Fig. 1: register map, names as in the netlist
Bar = 20 um.
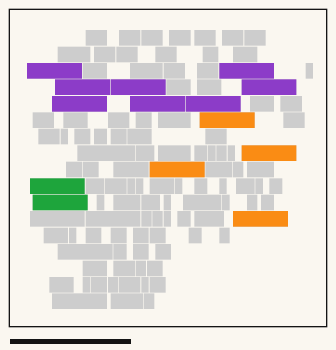
Fig. 2: selected gate families
Bar = 20 um.
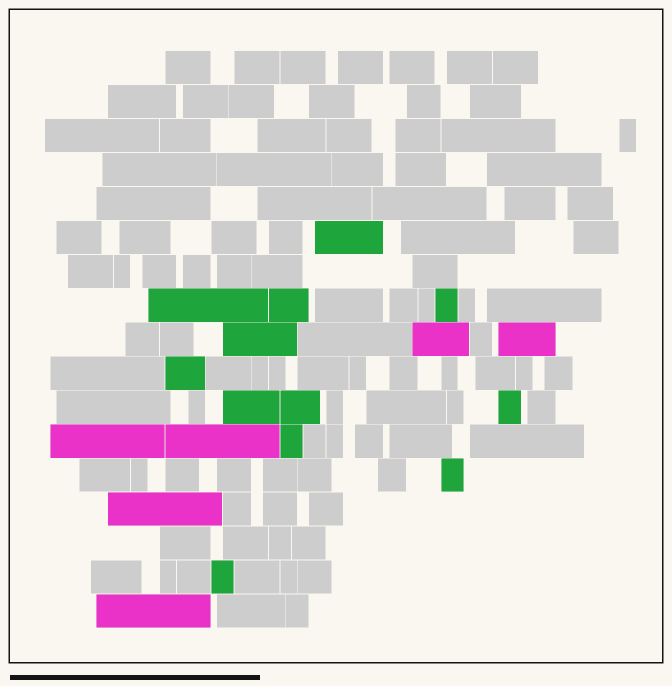
Fig. 3: cells coloured by class
Bar = 20 um.
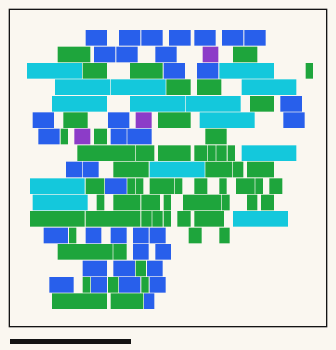
--- config.mk ---
export PLATFORM = sky130hd
export DESIGN_NAME = fifo_frame_reader
export DESIGN_NICKNAME = d
export VERILOG_FILES = /design/src/rtl/fifo_frame_reader.sv
export SDC_FILE = /design/constraint.sdc
export NUM_CORES = 1
export LEC_CHECK = 0
export CAP_MARGIN = 5
export CORE_MARGIN = 2
export CORE_UTILIZATION = 35
export DETAILED_ROUTE_END_ITERATION = 8
export HOLD_SLACK_MARGIN = 0.08
export PLACE_DENSITY_LB_ADDON = 0.3
export SLEW_MARGIN = 10
export SYNTH_ARGS = -nofsm -noshare
export SYNTH_HDL_FRONTEND = slang
export SYNTH_SLANG_ARGS = --single-unit
export TNS_END_PERCENT = 100
--- constraint.sdc ---
create_clock -name i_clock -period 1.7 [get_ports i_clock]
set_clock_uncertainty 0.05 [all_clocks]
set_input_delay 0.34 -clock i_clock [delete_from_list [all_inputs] [get_ports i_clock]]
set_output_delay 0.34 -clock i_clock [all_outputs]
set_load 0.005 [all_outputs]
--- src/rtl/fifo_frame_reader.sv ---
// fifo_frame_reader: frames FIFO words into packets, holding one word back so last lands on the right beat.
// Idle-timeout flush of partial frames is enabled by defining FIFO_FRAME_READER_TIMEOUT_EN.
module fifo_frame_reader #(
   parameter int WIDTH     = 8,
   parameter int FRAME_LEN = 16,
   parameter int TIMEOUT   = 64
) (
   input  logic             i_clock,
   input  logic             i_reset,
   input  logic [WIDTH-1:0] i_in_data,
   input  logic             i_in_valid,
   output logic             o_in_ready,
   output logic [WIDTH-1:0] o_out_data,
   output logic             o_out_valid,
   output logic             o_out_last,
   input  logic             i_out_ready,
   output logic             o_flush
);
   localparam int BW = $clog2(FRAME_LEN);
   localparam logic [BW-1:0] BEAT_END = BW'(FRAME_LEN - 1);
   typedef enum logic [1:0] {ST_INIT, ST_EMPTY, ST_HOLD, ST_LAST} state_t;
   state_t state_q, state_d;
   logic [WIDTH-1:0] hold_q, hold_d;
   logic [BW-1:0] beat_q, beat_d;
   logic flush_q, flush_d;
   logic idle_expired;
`ifdef FIFO_FRAME_READER_TIMEOUT_EN
   localparam int TW = $clog2(TIMEOUT + 1);
   logic [TW-1:0] timer_q, timer_d;
   assign idle_expired = timer_q == TW'(TIMEOUT - 1);
   // counts only while a partial frame sits idle; a stalled last beat freezes it
   always_comb begin
      timer_d = (state_q == ST_HOLD && !i_in_valid) ? timer_q + 1'b1 :
                (state_q == ST_LAST && !(i_out_ready && i_in_valid)) ? timer_q : '0;
   end
   always_ff @(posedge i_clock or posedge i_reset) begin
      if (i_reset) timer_q <= '0;
      else timer_q <= timer_d;
   end
`else
   assign idle_expired = 1'b0;
`endif
   always_comb begin
      state_d = state_q;
      hold_d = hold_q;
      beat_d = beat_q;
      flush_d = 1'b0;
      o_in_ready = 1'b0;
      o_out_valid = 1'b0;
      o_out_last = 1'b0;
      case (state_q)
         ST_INIT: state_d = ST_EMPTY;
         ST_EMPTY: begin
            o_in_ready = 1'b1;
            if (i_in_valid) begin
               hold_d = i_in_data;
               state_d = ST_HOLD;
            end
         end
         ST_HOLD: begin
            // the held word is only offered when a successor exists to replace it
            o_out_valid = i_in_valid;
            o_in_ready = i_out_ready;
            if (i_in_valid && i_out_ready) begin
               hold_d = i_in_data;
               beat_d = beat_q + 1'b1;
               state_d = (beat_d == BEAT_END) ? ST_LAST : ST_HOLD;
            end else if (!i_in_valid && idle_expired) begin
               state_d = ST_LAST;
               flush_d = 1'b1;
            end
         end
         default: begin
            o_out_valid = 1'b1;
            o_out_last = 1'b1;
            o_in_ready = i_out_ready;
            if (i_out_ready) begin
               beat_d = '0;
               state_d = i_in_valid ? ST_HOLD : ST_EMPTY;
               hold_d = i_in_valid ? i_in_data : hold_q;
            end
         end
      endcase
   end
   always_ff @(posedge i_clock or posedge i_reset) begin
      if (i_reset) begin
         state_q <= ST_INIT;
         hold_q <= '0;
         beat_q <= '0;
         flush_q <= 1'b0;
      end else begin
         state_q <= state_d;
         hold_q <= hold_d;
         beat_q <= beat_d;
         flush_q <= flush_d;
      end
   end
   assign o_out_data = hold_q;
   assign o_flush = flush_q;
endmodule

==> results_dict.tcl <==
# place-and-route summary
set metrics [dict create \
    outcome "finished, violations left" \
    violations "negative setup slack" \
    synthCells 76 \
    synth.yosys.seq_area_share 0.431 \
    layout-drive-gt1-share 0.421 \
    comb_area_um2 534 \
    mux_area_frac 0.151 \
    crit_path_max_fanout 4 \
    clk_pin_slew_worst_paths_ns 0.08 \
    clkPwrFrac 0.078 \
    cts_htree_levels 1 \
    crit_family "flip-flops" \
    highest_layer "met4" \
    fin_nets 134 \
    die-width_um 52.2 \
    diodes 0 \
    hpwl_um 1220 \
    grt_pass1_vias 631 \
    dr_wl_met3_um 64 \
    area_growth_pct 60.9 \
    cp_num_buf_inv 2 \
    ys_sh_xor 0 \
    place_ws_ns -0.173 \
    grt_most_used_layer "met2" \
    period_needed_ns 1.77 \
    floorplan.nets 94 \
    intPower_uw 1470 \
    r2r-end "o_out_data[6]" \
    grt_overflow 0 \
    power-top-group "combinational logic" \
    crit_slowest_cell "dfrtp_1" \
    placed_area_um2 1140 \
    cts.sinks 14 \
    final-setup-viol-count 9 \
    place_congestion 0.850 \
    yosysWarnings 0 \
    hold_viol_final 0 \
    worst_hold_slack_ns 0.339 \
    synth_area_um2 813 \
    max_slew_margin 0.656 \
    fp_util 0.368 \
    cts-root-buf "clkbuf_4" \
    path_cells "buf_6, ha_4, mux2_4, clkbuf_2" \
    drtPass1Iterations 2 \
    ys_area_um2 813 \
    slew_violations 0 \
    crit_required_ns 1.31 \
    grtUsageMet2 0.224 \
    ys_types 23 \
    drtIter0Drc 4 \
    ir_drop_v 0.000986 \
    clock_latency_ns 0.27 \
    top_logic_kind "multiplexers" \
    use_met1 0.161 \
    simple_gate_area_frac 0.131 \
    wl_per_cell_um 12.0 \
    rrSetupSlack_ns -0.04 \
    synthAoiAreaFrac 0.140 \
    port_buffers 22 \
    path_class "reg -> out" \
    setup_ws_ns -0.0749 \
    powerDensity_nw_per_um2 1770 \
    setup_tns_ns -0.288 \
    pin_count 24 \
    rsz0062_at_grt "true" \
    groute.usage.overall 0.140 \
    p_comb_frac 0.672 \
    adder_share 0.0923 \
    final_cells 142 \
    tritoncts "built" \
    critical_path.max_stage_delay_ns 0.43 \
    seq_power_share 0.251 \
    cap_violations 0 \
    powerClk_uw 180 \
    met1_length_um 727 \
    wirelength_um 1710 \
    dr_wl_met2_um 891 \
    power.switching_uw 849 \
    hold_buffers 0 \
    ys_cells 76 \
    worstSetupStartpointType "flop" \
    avgSynthCellArea_um2 10.7 \
    vias_per_cell 4.77 \
    drc 0 \
    post_cts_resized 21 \
    n_fill_cell 198 \
    dp_cells 136 \
    clock.fmax_mhz 563 \
    cp-startpoint "state_q[1]" \
    vias 677 \
    hold_path.class "in -> async" \
    ant_nets 0 \
    cts_setup_buffers 4 \
    ys.flops 14 \
    gr-usage-met3 0.0571 \
    antenna_found_initial 0 \
    cp.depth 4 \
    log.warning_count 32 \
    r2r_cells 6 \
    cp-endpoint "o_out_valid" \
    worst_slew_pin_slew_ns 0.515 \
    finalClockPeriodUsage 1.04 \
    cp-end-kind "output pin" \
]
About Fig. 1:
[orange] beat_q | sequential cells: 4 | where: east
[purple] o_out_data | sequential cells: 8
[green] state_q | sequential cells: 2
Seq area share: 0.268
Final Core Density: 0.592
P_seq: 581 uW
register area: 350 um^2

About Fig. 2:
[green] inverting AOI/OAI gates | cells: 12
[magenta] adder and majority cells | cells: 6

About Fig. 3:
[blue] other buffers and delay cells | cells: 37 | share of their area: 27%
[purple] cells driving clock nets | cells: 3 | share of their area: 1.8%
[cyan] flops | cells: 14 | share of their area: 28%
[green] all other logic | cells: 60 | share of their area: 44%
post-route cell area: 1310 um^2
area of the core: 2210 um^2
FP Rows: 17

==> synthesized netlist by cell type <==
cell type and count:
nand2_1 5, nand3_1 1, nor3_1 2, buf_4 2
o21ai_0 6, nand2b_1 5, o21ai_1 1, a32o_1 1
o21ai_2 1, o2bb2ai_1 1, a22oi_1 1, nor2_1 5
nand4_1 2, a22o_1 1, mux2_2 10, nand3_2 1
conb_1 1, a221oi_1 1, mux2i_1 1, dfrtp_1 14
inv_1 7, ha_1 6, o221ai_4 1
==> area by class of cell <==
| type | instances | area share |
|---|---|---|
| clock buffer | 3 | 0.0172 |
| inverter | 7 | 0.0201 |
| multi-input combinational | 53 | 0.408 |
| sequential | 14 | 0.268 |
| tap | 28 | 0.0268 |
| timing repair buffer | 37 | 0.260 |
No activity file was given, so power comes from the tool's default toggle rates.
